[src/rtl/spi_pkg.sv]
`default_nettype none
// ============================================================================
// Module      : spi_pkg
// Description : Shared byte width, receive FIFO depth and receiver FSM
//               state encoding for the SPI slave receive path.
// Revision    : 1.0 - initial release
// ============================================================================
package spi_pkg;

    localparam int SPI_BYTE_W        = 8;
    localparam int SPI_RX_FIFO_DEPTH = 4;

    localparam logic [0:0] c_IDLE  = 1'b0;
    localparam logic [0:0] c_SHIFT = 1'b1;

endpackage
`default_nettype wire

[src/rtl/spi_rx_fifo.sv]
`default_nettype none
// ============================================================================
// Module      : spi_rx_fifo
// Description : 4-entry synchronous byte FIFO. Overflow is judged on the
//               occupancy before any same-cycle pop.
// Revision    : 1.0 - initial release
// ============================================================================
module spi_rx_fifo
    import spi_pkg::*;
(
    input  logic                  clk,
    input  logic                  rst,
    input  logic                  i_push,
    input  logic [SPI_BYTE_W-1:0] i_data,
    input  logic                  i_pop,
    output logic [SPI_BYTE_W-1:0] o_data,
    output logic                  o_empty,
    output logic                  o_overflow
);

    logic [SPI_BYTE_W-1:0] r_mem [SPI_RX_FIFO_DEPTH];
    logic [1:0]            r_wr_ptr;
    logic [1:0]            r_rd_ptr;
    logic [2:0]            r_count;
    logic                  r_overflow;

    logic w_full;
    logic w_do_push;
    logic w_do_pop;

    assign w_full    = (r_count == 3'(SPI_RX_FIFO_DEPTH));
    assign w_do_push = i_push && !w_full;
    assign w_do_pop  = i_pop && (r_count != 3'd0);

    always_ff @(posedge clk or posedge rst) begin
        if (rst) begin
            for (int i = 0; i < SPI_RX_FIFO_DEPTH; i++) begin
                r_mem[i] <= '0;
            end
            r_wr_ptr   <= 2'd0;
            r_rd_ptr   <= 2'd0;
            r_count    <= 3'd0;
            r_overflow <= 1'b0;
        end else begin
            r_overflow <= i_push && w_full;
            if (w_do_push) begin
                r_mem[r_wr_ptr] <= i_data;
                r_wr_ptr        <= r_wr_ptr + 2'd1;
            end
            if (w_do_pop) begin
                r_rd_ptr <= r_rd_ptr + 2'd1;
            end
            case ({w_do_push, w_do_pop})
                2'b10:   r_count <= r_count + 3'd1;
                2'b01:   r_count <= r_count - 3'd1;
                default: r_count <= r_count;
            endcase
        end
    end

    assign o_data     = r_mem[r_rd_ptr];
    assign o_empty    = (r_count == 3'd0);
    assign o_overflow = r_overflow;

endmodule
`default_nettype wire

[src/rtl/spi_slave_rx_mode0.sv]
`default_nettype none
// ============================================================================
// Module      : spi_slave_rx_mode0
// Description : SPI mode-0 slave receiver; synchronizes SCLK/SS/MOSI into
//               clk, shifts MSB-first and delivers bytes. Optional 4-entry
//               output FIFO when SPI_RX_FIFO_EN is defined.
// Revision    : 1.0 - initial release
// ============================================================================
module spi_slave_rx_mode0
    import spi_pkg::*;
#(
    parameter int SYNC_STAGES = 2
) (
    input  logic                  clk,
    input  logic                  rst,
    input  logic                  SCLK,
    input  logic                  SS,
    input  logic                  MOSI,
    output logic [SPI_BYTE_W-1:0] rx_data,
    output logic                  rx_valid,
    input  logic                  rx_ready,
    output logic                  frame_err,
    output logic                  rx_overflow,
    output logic                  busy
);

    logic [SYNC_STAGES-1:0] r_sclk_sync;
    logic [SYNC_STAGES-1:0] r_ss_sync;
    logic [SYNC_STAGES-1:0] r_mosi_sync;
    logic                   r_sclk_d;

    logic [0:0]            r_state;
    logic [2:0]            r_bit_cnt;
    logic [SPI_BYTE_W-1:0] r_shift;
    logic                  r_frame_err;

    logic                  w_sclk_s;
    logic                  w_ss_s;
    logic                  w_mosi_s;
    logic                  w_sclk_rise;
    logic [0:0]            w_state_nxt;
    logic [2:0]            w_bit_cnt_nxt;
    logic [SPI_BYTE_W-1:0] w_shift_nxt;
    logic [SPI_BYTE_W-1:0] w_byte;
    logic                  w_deliver;
    logic                  w_frame_err;

    // SS chain resets high so the receiver starts deselected.
    always_ff @(posedge clk or posedge rst) begin
        if (rst) begin
            r_sclk_sync <= '0;
            r_ss_sync   <= '1;
            r_mosi_sync <= '0;
            r_sclk_d    <= 1'b0;
        end else begin
            r_sclk_sync <= {r_sclk_sync[SYNC_STAGES-2:0], SCLK};
            r_ss_sync   <= {r_ss_sync[SYNC_STAGES-2:0], SS};
            r_mosi_sync <= {r_mosi_sync[SYNC_STAGES-2:0], MOSI};
            r_sclk_d    <= w_sclk_s;
        end
    end

    assign w_sclk_s    = r_sclk_sync[SYNC_STAGES-1];
    assign w_ss_s      = r_ss_sync[SYNC_STAGES-1];
    assign w_mosi_s    = r_mosi_sync[SYNC_STAGES-1];
    assign w_sclk_rise = w_sclk_s && !r_sclk_d;
    assign w_byte      = {r_shift[SPI_BYTE_W-2:0], w_mosi_s};

    always_ff @(posedge clk or posedge rst) begin
        if (rst) begin
            r_state     <= c_IDLE;
            r_bit_cnt   <= 3'd0;
            r_shift     <= '0;
            r_frame_err <= 1'b0;
        end else begin
            r_state     <= w_state_nxt;
            r_bit_cnt   <= w_bit_cnt_nxt;
            r_shift     <= w_shift_nxt;
            r_frame_err <= w_frame_err;
        end
    end

    always_comb begin
        w_state_nxt   = r_state;
        w_bit_cnt_nxt = r_bit_cnt;
        w_shift_nxt   = r_shift;
        w_deliver     = 1'b0;
        w_frame_err   = 1'b0;
        case (r_state)
            c_IDLE: begin
                if (!w_ss_s) begin
                    w_state_nxt   = c_SHIFT;
                    w_bit_cnt_nxt = 3'd0;
                end
            end
            c_SHIFT: begin
                if (w_sclk_rise) begin
                    w_shift_nxt   = w_byte;
                    w_bit_cnt_nxt = r_bit_cnt + 3'd1;
                    w_deliver     = (r_bit_cnt == 3'd7);
                end
                // A byte completing on the deselect cycle is not an abort.
                if (w_ss_s) begin
                    w_state_nxt = c_IDLE;
                    w_frame_err = (r_bit_cnt != 3'd0) && !w_deliver;
                end
            end
            default: w_state_nxt = c_IDLE;
        endcase
    end

    assign frame_err = r_frame_err;
    assign busy      = (r_state == c_SHIFT);

`ifdef SPI_RX_FIFO_EN
    logic w_fifo_empty;

    spi_rx_fifo u_fifo (
        .clk        (clk),
        .rst        (rst),
        .i_push     (w_deliver),
        .i_data     (w_byte),
        .i_pop      (rx_valid && rx_ready),
        .o_data     (rx_data),
        .o_empty    (w_fifo_empty),
        .o_overflow (rx_overflow)
    );

    assign rx_valid = !w_fifo_empty;
`else
    logic [SPI_BYTE_W-1:0] r_rx_data;
    logic                  r_rx_valid;
    logic                  w_unused_ready;

    always_ff @(posedge clk or posedge rst) begin
        if (rst) begin
            r_rx_data  <= '0;
            r_rx_valid <= 1'b0;
        end else begin
            r_rx_valid <= w_deliver;
            if (w_deliver) begin
                r_rx_data <= w_byte;
            end
        end
    end

    assign rx_data        = r_rx_data;
    assign rx_valid       = r_rx_valid;
    assign rx_overflow    = 1'b0;
    assign w_unused_ready = rx_ready;
`endif

endmodule
`default_nettype wire

[config.mk]
export PLATFORM = sky130hd
export DESIGN_NAME = spi_slave_rx_mode0
export DESIGN_NICKNAME = d
export VERILOG_FILES = /design/src/rtl/spi_pkg.sv /design/src/rtl/spi_rx_fifo.sv /design/src/rtl/spi_slave_rx_mode0.sv
export SDC_FILE = /design/constraint.sdc
export NUM_CORES = 1
export LEC_CHECK = 0
export CORE_ASPECT_RATIO = 0.6
export CORE_UTILIZATION = 50
export DETAILED_ROUTE_END_ITERATION = 7
export PLACE_DENSITY = 0.76
export SLEW_MARGIN = 40
export SYNTH_ARGS = -nofsm -noshare
export SYNTH_HDL_FRONTEND = slang
export SYNTH_SLANG_ARGS = --single-unit
[constraint.sdc]
create_clock -name clk -period 1.9 [get_ports clk]
set_input_delay 0.38 -clock clk [delete_from_list [all_inputs] [get_ports clk]]
set_output_delay 0.38 -clock clk [all_outputs]
set_load 0.02 [all_outputs]
### Signal wires on met1

The bar under the picture is 20 um long.
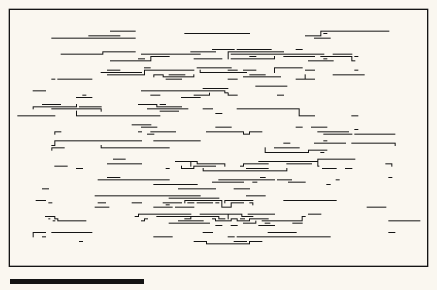
main direction: horizontal
nets with wire on the layer: 83
longest straight run: 15.6 um
share of all routed wire: 45%
wire length on this layer: 747 um

### The metal 2 layer

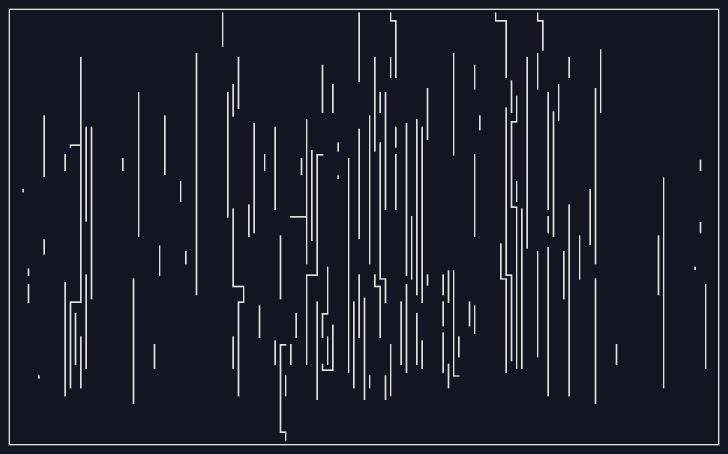
share of all routed wire: 50%
longest straight run: 21.4 um
main direction: vertical

### M3 wires

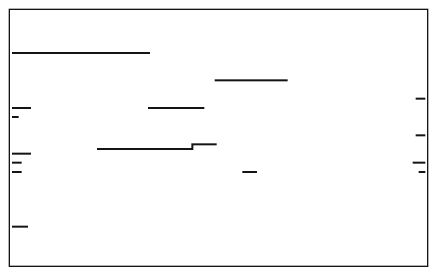
main direction: horizontal
share of all routed wire: 4.5%
wire length on this layer: 73.5 um

### Routing congestion map

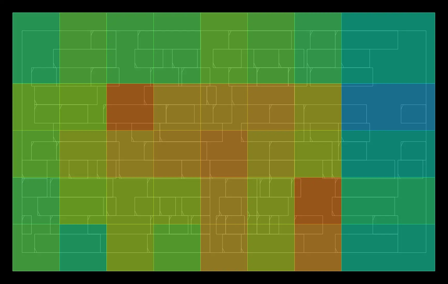
Final Core Density: 0.672
M3 GR Usage: 0.0912

### Port wiring

The bar under the picture is 20 um long.
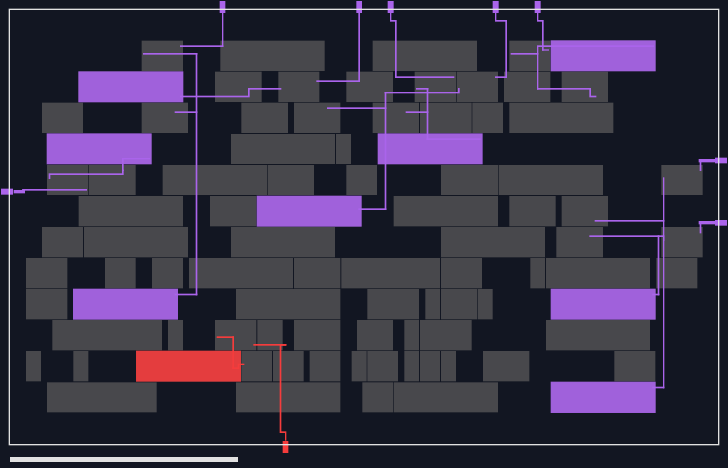
[rx_data] purple | direction: output | edge: 5 north, 2 east, 1 west | end cells: 8 | buffers: 8 | wire: 194 um
[busy] red | direction: output | edge: south | end cells: 1 | buffers: 1 | wire: 17.4 um
I/O pins: 18
IO Port Bufs: 15

-- stage by stage --
step,worst slack (ns),cells
2_1_floorplan,0.485,71
3_3_place_gp,0.400,114
3_5_place_dp,0.337,114
4_1_cts,0.185,118
5_1_grt,0.129,118
6_report,0.206,118
-- state kept, by name, indices dropped and copies added, names as in the netlist, 2 cells and up --
name	count
r_shift	7
rx_data	8
r_ss_sync	2
r_bit_cnt	3
r_sclk_sync	2
r_mosi_sync	2
-- per-layer routing --
| layer | vias up | track usage | wire (um) |
|---|---|---|---|
| met5 | - | 0 | 0 |
| met1 | 285 | 0.236 | 746 |
| met2 | 17 | 0.293 | 813 |
| met4 | 0 | 0.0500 | 8 |
| li1 | 282 | - | - |
| met3 | 2 | 0.0912 | 73 |
==> flow_summary.ini <==
; physical design summary
[outcome]
status = finished clean

[timing]
hold_ws_ns = 0.363
min_period_over_period = 0.892
fin_worst_skew_ns = 0.00316
setup_tns_ns = 0
fmax_mhz = 590
fin_crit_ns = 1.69
setup_viol = 0

[cells_and_area]
nNetsFinal = 100
buffer_area_frac = 0.127
comb_share = 0.258
mostFrequentLayoutCell = dfrtp_1
num_antenna_cells = 0
seq_cells = 28
filler_cell_count = 139
final_cell_mix = dfrtp_1 (26), mux2_2 (15), clkdlybuf4s50_1 (15), inv_1 (7)
comb_cells = 34
clock_area_frac = 0.0279
seq_share = 0.540
largestClassByArea = sequential cells

[synth]
topCellsByArea = dfrtp_1 (60%), mux2_2 (16%), dfstp_2 (4.9%)
synth_top_area_share = 0.602
ys_seq_frac = 0.650
synthesis.nets = 80
ff_type = dfrtp_1
synthTopLogicFamily = multiplexers
post-synth-top-count-cell = dfrtp_1
compound_area_frac = 0.0266
ys_cells = 71
synthCells = 71
edf_count = 0
adder_share = 0.0347
synthSimpleGateAreaFrac = 0.0810
synthArstFlopShare = 1.00
synth_chip_area_um2 = 1080
numSynthFlops = 28
synth.largest_area_cell = dfrtp_1

[power_and_ir_drop]
powerClk_mw = 0.279
irDropWorstVdd_mv = 0.591
p_clk_frac = 0.245
netSwitchingFraction = 0.236
comb-power_mw = 0.126
combinationalPowerShare = 0.111
top_power_group = sequential cells
total_leakage_power_nw = 0.634
seq_cell_power_mw = 0.733
p_switching_mw = 0.269
power_density_nw_per_um2 = 874

[clock_network]
cts.repair.resized = 0
ctsHoldBuffers = 0
htreeDepth = 1
cts_setup_buffers = 0
clock.latency.late_pin_ns = 0.32
clock-sinks = 28
root_buffer = clkbuf_4

[hold_path]
holdPathStages = 0
hold_start = r_mosi_sync[0]$_DFF_PP0_
whs_endpoint = r_mosi_sync[1]$_DFF_PP0_

[worst_setup_path]
startpoint_type = flop
r2r_cells = 4
cp_cell_sequence = clkdlybuf4s50_1
cp-end-kind = output port
worstPathArrival_ns = 1.31
endpoint = rx_data[3]
ff2ff_setup_slack_ns = 0.33
crit_family = buffers and inverters
cp-startpoint = rx_data[3]$_DFFE_PP0P_
max_stage_delay_ns = 0.61
critPathKind = flop to output port
r2r_start = r_bit_cnt[0]$_DFFE_PP0P_
cp_max_fo = 2
required_ns = 1.52

[drt]
drt_wl_total_um = 1640
avgViaCountPerCell = 4.97
via_count = 586
initialDrtViolationCount = 10

[die]
core_area_um2 = 1940
fp.dieH_um = 38.0
tap_cells = 28

[job]
cap_viol_max_count = 0
warnings = 28

[placement]
hpwl_um = 1190
gp_congestion = 0.795

[global_route]
grt_max_degree = 29
first_global_vias = 571
